Fig. 1: power grid
Pins as bars on the die edge.
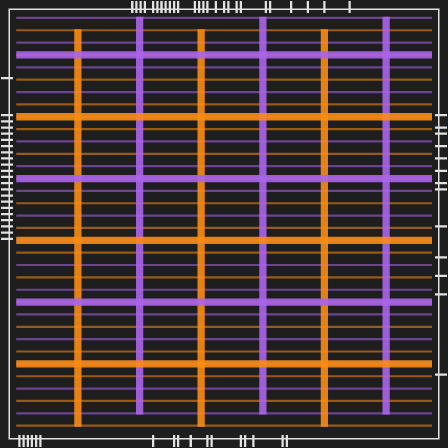
Fig. 2: gate-type map
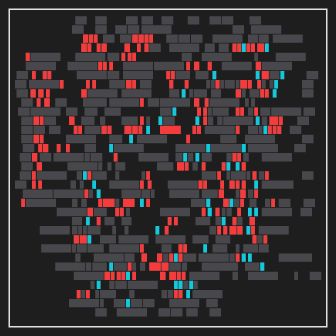
Fig. 3: where the registers sit
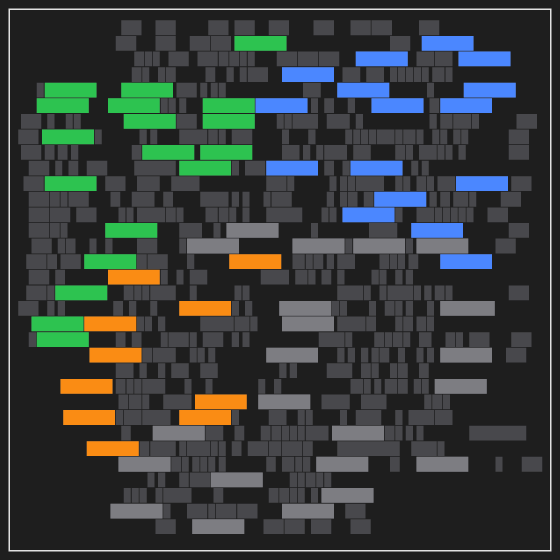
Fig. 4: metal 1
Supply wires on this layer in grey.
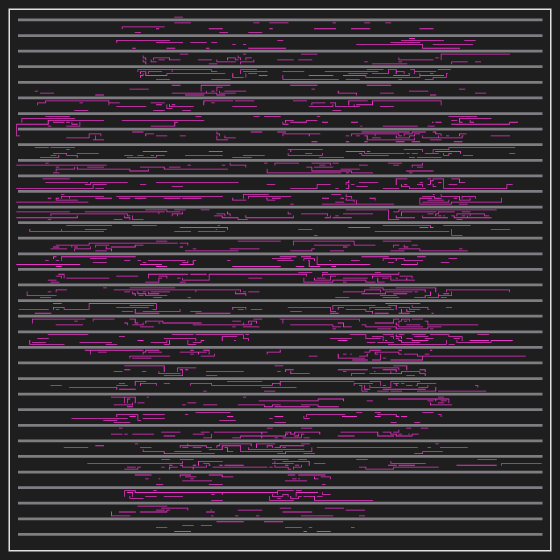
**config.mk**
```make
export PLATFORM = sky130hd
export DESIGN_NAME = i2s_capture_ctrl
export DESIGN_NICKNAME = d
export VERILOG_FILES = /design/src/rtl/i2s_pkg.sv /design/src/rtl/i2s_out_reg.sv /design/src/rtl/i2s_capture_ctrl.sv
export SDC_FILE = /design/constraint.sdc
export NUM_CORES = 1
export LEC_CHECK = 0
export ABC_AREA = 1
export ABC_CLOCK_PERIOD_IN_PS = 2400
export CORE_UTILIZATION = 40
export DETAILED_ROUTE_END_ITERATION = 10
export GPL_TIMING_DRIVEN = 0
export MAX_ROUTING_LAYER = met4
export PLACE_DENSITY = 0.67
export RECOVER_POWER = 25
export SLEW_MARGIN = 40
export SYNTH_ARGS = -nofsm -noshare
export SYNTH_HDL_FRONTEND = slang
export SYNTH_HIERARCHICAL = 1
export SYNTH_SLANG_ARGS = --single-unit
```
**constraint.sdc**
```tcl
create_clock -name i2s_clk -period 2.4 [get_ports i2s_clk]
set_input_delay 0.48 -clock i2s_clk [delete_from_list [all_inputs] [get_ports i2s_clk]]
set_output_delay 0.48 -clock i2s_clk [all_outputs]
set_load 0.005 [all_outputs]
```
**src/rtl/i2s_pkg.sv**
```systemverilog
// i2s_pkg: shared state encoding and sample width for the I2S capture path
package i2s_pkg;
  localparam int I2S_SAMPLE_W = 24;
  typedef enum logic [1:0] {ST_IDLE, ST_RST, ST_SETTLE, ST_CAPTURE} state_t;
endpackage

```
**src/rtl/i2s_out_reg.sv**
```systemverilog
// i2s_out_reg: single-entry valid/ready holding register with load/drop decisions
module i2s_out_reg import i2s_pkg::*; #(
  parameter int OUT_W = 18
) (
  input  logic                    i2s_clk,
  input  logic                    reset_n,
  input  logic                    en,
  input  logic                    sample_valid,
  input  logic [I2S_SAMPLE_W-1:0] sample,
  input  logic                    last,
  input  logic                    m_ready,
  output logic [OUT_W-1:0]        m_data,
  output logic                    m_valid,
  output logic                    m_last,
  output logic                    load,
  output logic                    drop
);
  logic full;
  assign full = m_valid && !m_ready;
  assign load = en && sample_valid && !full;
  assign drop = en && sample_valid && full;
  always_ff @(posedge i2s_clk or negedge reset_n)
    if (!reset_n) begin
      m_valid <= 1'b0;
      m_data  <= '0;
      m_last  <= 1'b0;
    end else if (load) begin
      m_valid <= 1'b1;
      m_data  <= sample[I2S_SAMPLE_W-1 -: OUT_W];
      m_last  <= last;
    end else if (m_ready) begin
      m_valid <= 1'b0;
      m_last  <= 1'b0;
    end
endmodule

```
**src/rtl/i2s_capture_ctrl.sv**
```systemverilog
// i2s_capture_ctrl: sequences the I2S receiver and frames its samples onto a valid/ready stream
module i2s_capture_ctrl import i2s_pkg::*; #(
  parameter int FRAME_LEN       = 1024,
  parameter int OUT_W           = 18,
  parameter int RST_CYCLES      = 4,
  parameter int DISCARD_SAMPLES = 2,
  parameter int FC_W            = 16
) (
  input  logic                    i2s_clk,
  input  logic                    reset_n,
  input  logic                    start,
  input  logic                    stop,
  input  logic                    continuous,
  output logic                    rx_reset,
  input  logic [I2S_SAMPLE_W-1:0] rx_sample,
  input  logic                    rx_sample_valid,
  output logic [OUT_W-1:0]        m_data,
  output logic                    m_valid,
  output logic                    m_last,
  input  logic                    m_ready,
  output logic                    busy,
  output logic                    overrun,
  output logic [7:0]              overrun_count,
  output logic [FC_W-1:0]         frame_count
);
  localparam int IW = $clog2(FRAME_LEN);
  localparam int RW = $clog2(RST_CYCLES + 1);
  localparam int DW = $clog2(DISCARD_SAMPLES + 2);
  localparam logic [IW-1:0] IDX_LAST  = IW'(FRAME_LEN - 1);
  localparam logic [RW-1:0] RST_LAST  = RW'(RST_CYCLES - 1);
  localparam logic [DW-1:0] DISC_LAST = DW'(DISCARD_SAMPLES == 0 ? 0 : DISCARD_SAMPLES - 1);
  state_t          state;
  logic            cont, stop_pending, en, load, drop, frame_done;
  logic [IW-1:0]   idx;
  logic [RW-1:0]   rst_cnt;
  logic [DW-1:0]   disc_cnt;
  // once a frame-ending beat is held, further strobes are ignored unless the next frame follows
  assign en = state == ST_CAPTURE && !(m_valid && m_last && (!cont || stop_pending));
  assign frame_done = m_valid && m_ready && m_last;
  i2s_out_reg #(.OUT_W(OUT_W)) u_out (
    .i2s_clk(i2s_clk), .reset_n(reset_n), .en(en), .sample_valid(rx_sample_valid),
    .sample(rx_sample), .last(idx == IDX_LAST), .m_ready(m_ready), .m_data(m_data),
    .m_valid(m_valid), .m_last(m_last), .load(load), .drop(drop)
  );
  always_ff @(posedge i2s_clk or negedge reset_n)
    if (!reset_n) begin
      state         <= ST_IDLE;
      rx_reset      <= 1'b1;
      busy          <= 1'b0;
      cont          <= 1'b0;
      stop_pending  <= 1'b0;
      idx           <= '0;
      rst_cnt       <= '0;
      disc_cnt      <= '0;
      overrun       <= 1'b0;
      overrun_count <= '0;
      frame_count   <= '0;
    end else begin
      if (load) idx <= idx == IDX_LAST ? '0 : idx + 1'b1;
      if (drop) begin
        overrun <= 1'b1;
        if (overrun_count != 8'hff) overrun_count <= overrun_count + 8'd1;
      end
      if (frame_done) frame_count <= frame_count + 1'b1;
      case (state)
        ST_IDLE:
          if (start && !stop) begin
            state         <= ST_RST;
            busy          <= 1'b1;
            cont          <= continuous;
            overrun       <= 1'b0;
            overrun_count <= '0;
            rst_cnt       <= RST_LAST;
            idx           <= '0;
          end
        ST_RST:
          if (stop) begin
            state    <= ST_IDLE;
            busy     <= 1'b0;
          end else if (rst_cnt == '0) begin
            state    <= DISCARD_SAMPLES == 0 ? ST_CAPTURE : ST_SETTLE;
            rx_reset <= 1'b0;
            disc_cnt <= '0;
          end else rst_cnt <= rst_cnt - 1'b1;
        ST_SETTLE:
          if (stop) begin
            state    <= ST_IDLE;
            rx_reset <= 1'b1;
            busy     <= 1'b0;
          end else if (rx_sample_valid) begin
            if (disc_cnt == DISC_LAST) state <= ST_CAPTURE;
            else disc_cnt <= disc_cnt + 1'b1;
          end
        ST_CAPTURE: begin
          if (stop) stop_pending <= 1'b1;
          if (frame_done && (!cont || stop_pending)) begin
            state        <= ST_IDLE;
            rx_reset     <= 1'b1;
            busy         <= 1'b0;
            stop_pending <= 1'b0;
          end
        end
        default: state <= ST_IDLE;
      endcase
    end
endmodule
```
==> metrics.yaml <==
status: "complete, no violations"
fp-row-count: 33
routed_wl_mm: 6.88
fin_area_sq_um: 4480
wl_met3_um: 316
core_area_sq_um: 8220
drive_above_1_share: 0.0904
cp-end-kind: "flop"
grt_max_degree: 45
critPathKind: "reg2reg"
cts_setup_buffers: 0
holdPathStages: 2
reg_top3: "u_out/m_data x18, frame_count x16, idx x10"
gp_congestion: 0.848
grt_util_met3: 0.0510
wl_met1_mm: 3.17
min_from: "u_out/m_data[16]"
period_used_share: 0.907
cp.depth: 15
final_max_slew_viol_count: 0
first_global_vias: 2730
min_to: "u_out/m_data[16]"
placed_cells_incl_taps: 586
regToRegSetupSlack_ns: 0.22
drt_iter0_markers: 108
power_leader: "sequential cells"
clock_path_buffers: 2
seq_share: 0.369
common_cells: "nand2_1 (126), dfrtp_1 (65), inv_1 (45)"
clk-insertion-delay-late_ns: 0.34
yosysWarnings: 6
synth_dominant_cell_count: "nand2_1"
postCtsResizedCells: 0
h-tree-depth: 3
final_nets: 535
routed.top_layer: "met4"
switching_share: 0.310
place_area_sq_um: 4270
clk_pin_slew_ns: 0.07
leakage_nw: 2.18
p_switching_mw: 1.06
num_io_pins: 78
initCoreUtil: 0.414
startpoint: "state[0]"
setup_ws_ns: 0.224
relSlewSlack: 0.0970
timing.rr.start: "state[0]"
fin_crit_ns: 2.18
antenna_left: 0
buffer_area_frac: 0.185
clk-power_uw: 924
fmax_mhz: 460
n_all_buffers: 80
ys_seq_frac: 0.486
setup-tns-final_ns: 0
n_all_inverters: 50
pwr-share-clk: 0.271
cp.required_ns: 2.62
power.total_mw: 3.41
ys_types: 29
reg2regPathDepth: 15
worst_r2r_endpoint: "idx[9]"
num-clock-buffers: 11
logic_gates: 286
wl_per_cell_um: 11.4
crit_fanout: 10
globalRoute.busiestLayer: "met2"
drt-pass1-iter-count: 4
grt_overflow_total: 0
port_buffers: 71
About Fig. 1:
purple -> VDD
orange -> VSS
signal pins = 78
met4 straps = 6
met1 rails = 34
horizontal die size: 94.2 um
worst vdd ir: 360 uV
Die Ht: 94.2 um

About Fig. 2:
red -> nand cells  # cells 175, most used nand2_1, where spread over the die
cyan -> inv cells  # cells 50, most used inv_1
Cell Count, Final, Fillers Out: 603
logic share of the area: 0.331
Commonest Layout Cell: nand2_1

About Fig. 3:
orange -> `idx`  # placed flops 10
green -> `u_out/m_data`  # placed flops 18
blue -> `frame_count`  # placed flops 16
not coloured = 22
FF/Latch Area: 1650 sq um
fin util: 0.545
sequential power: 1.45 mW

About Fig. 4:
main direction = horizontal
wire length on this layer = 3170 um
via count: 2820
M1 GR Usage: 0.221

Power figures rest on the tool's default switching activity, not on a simulated workload.
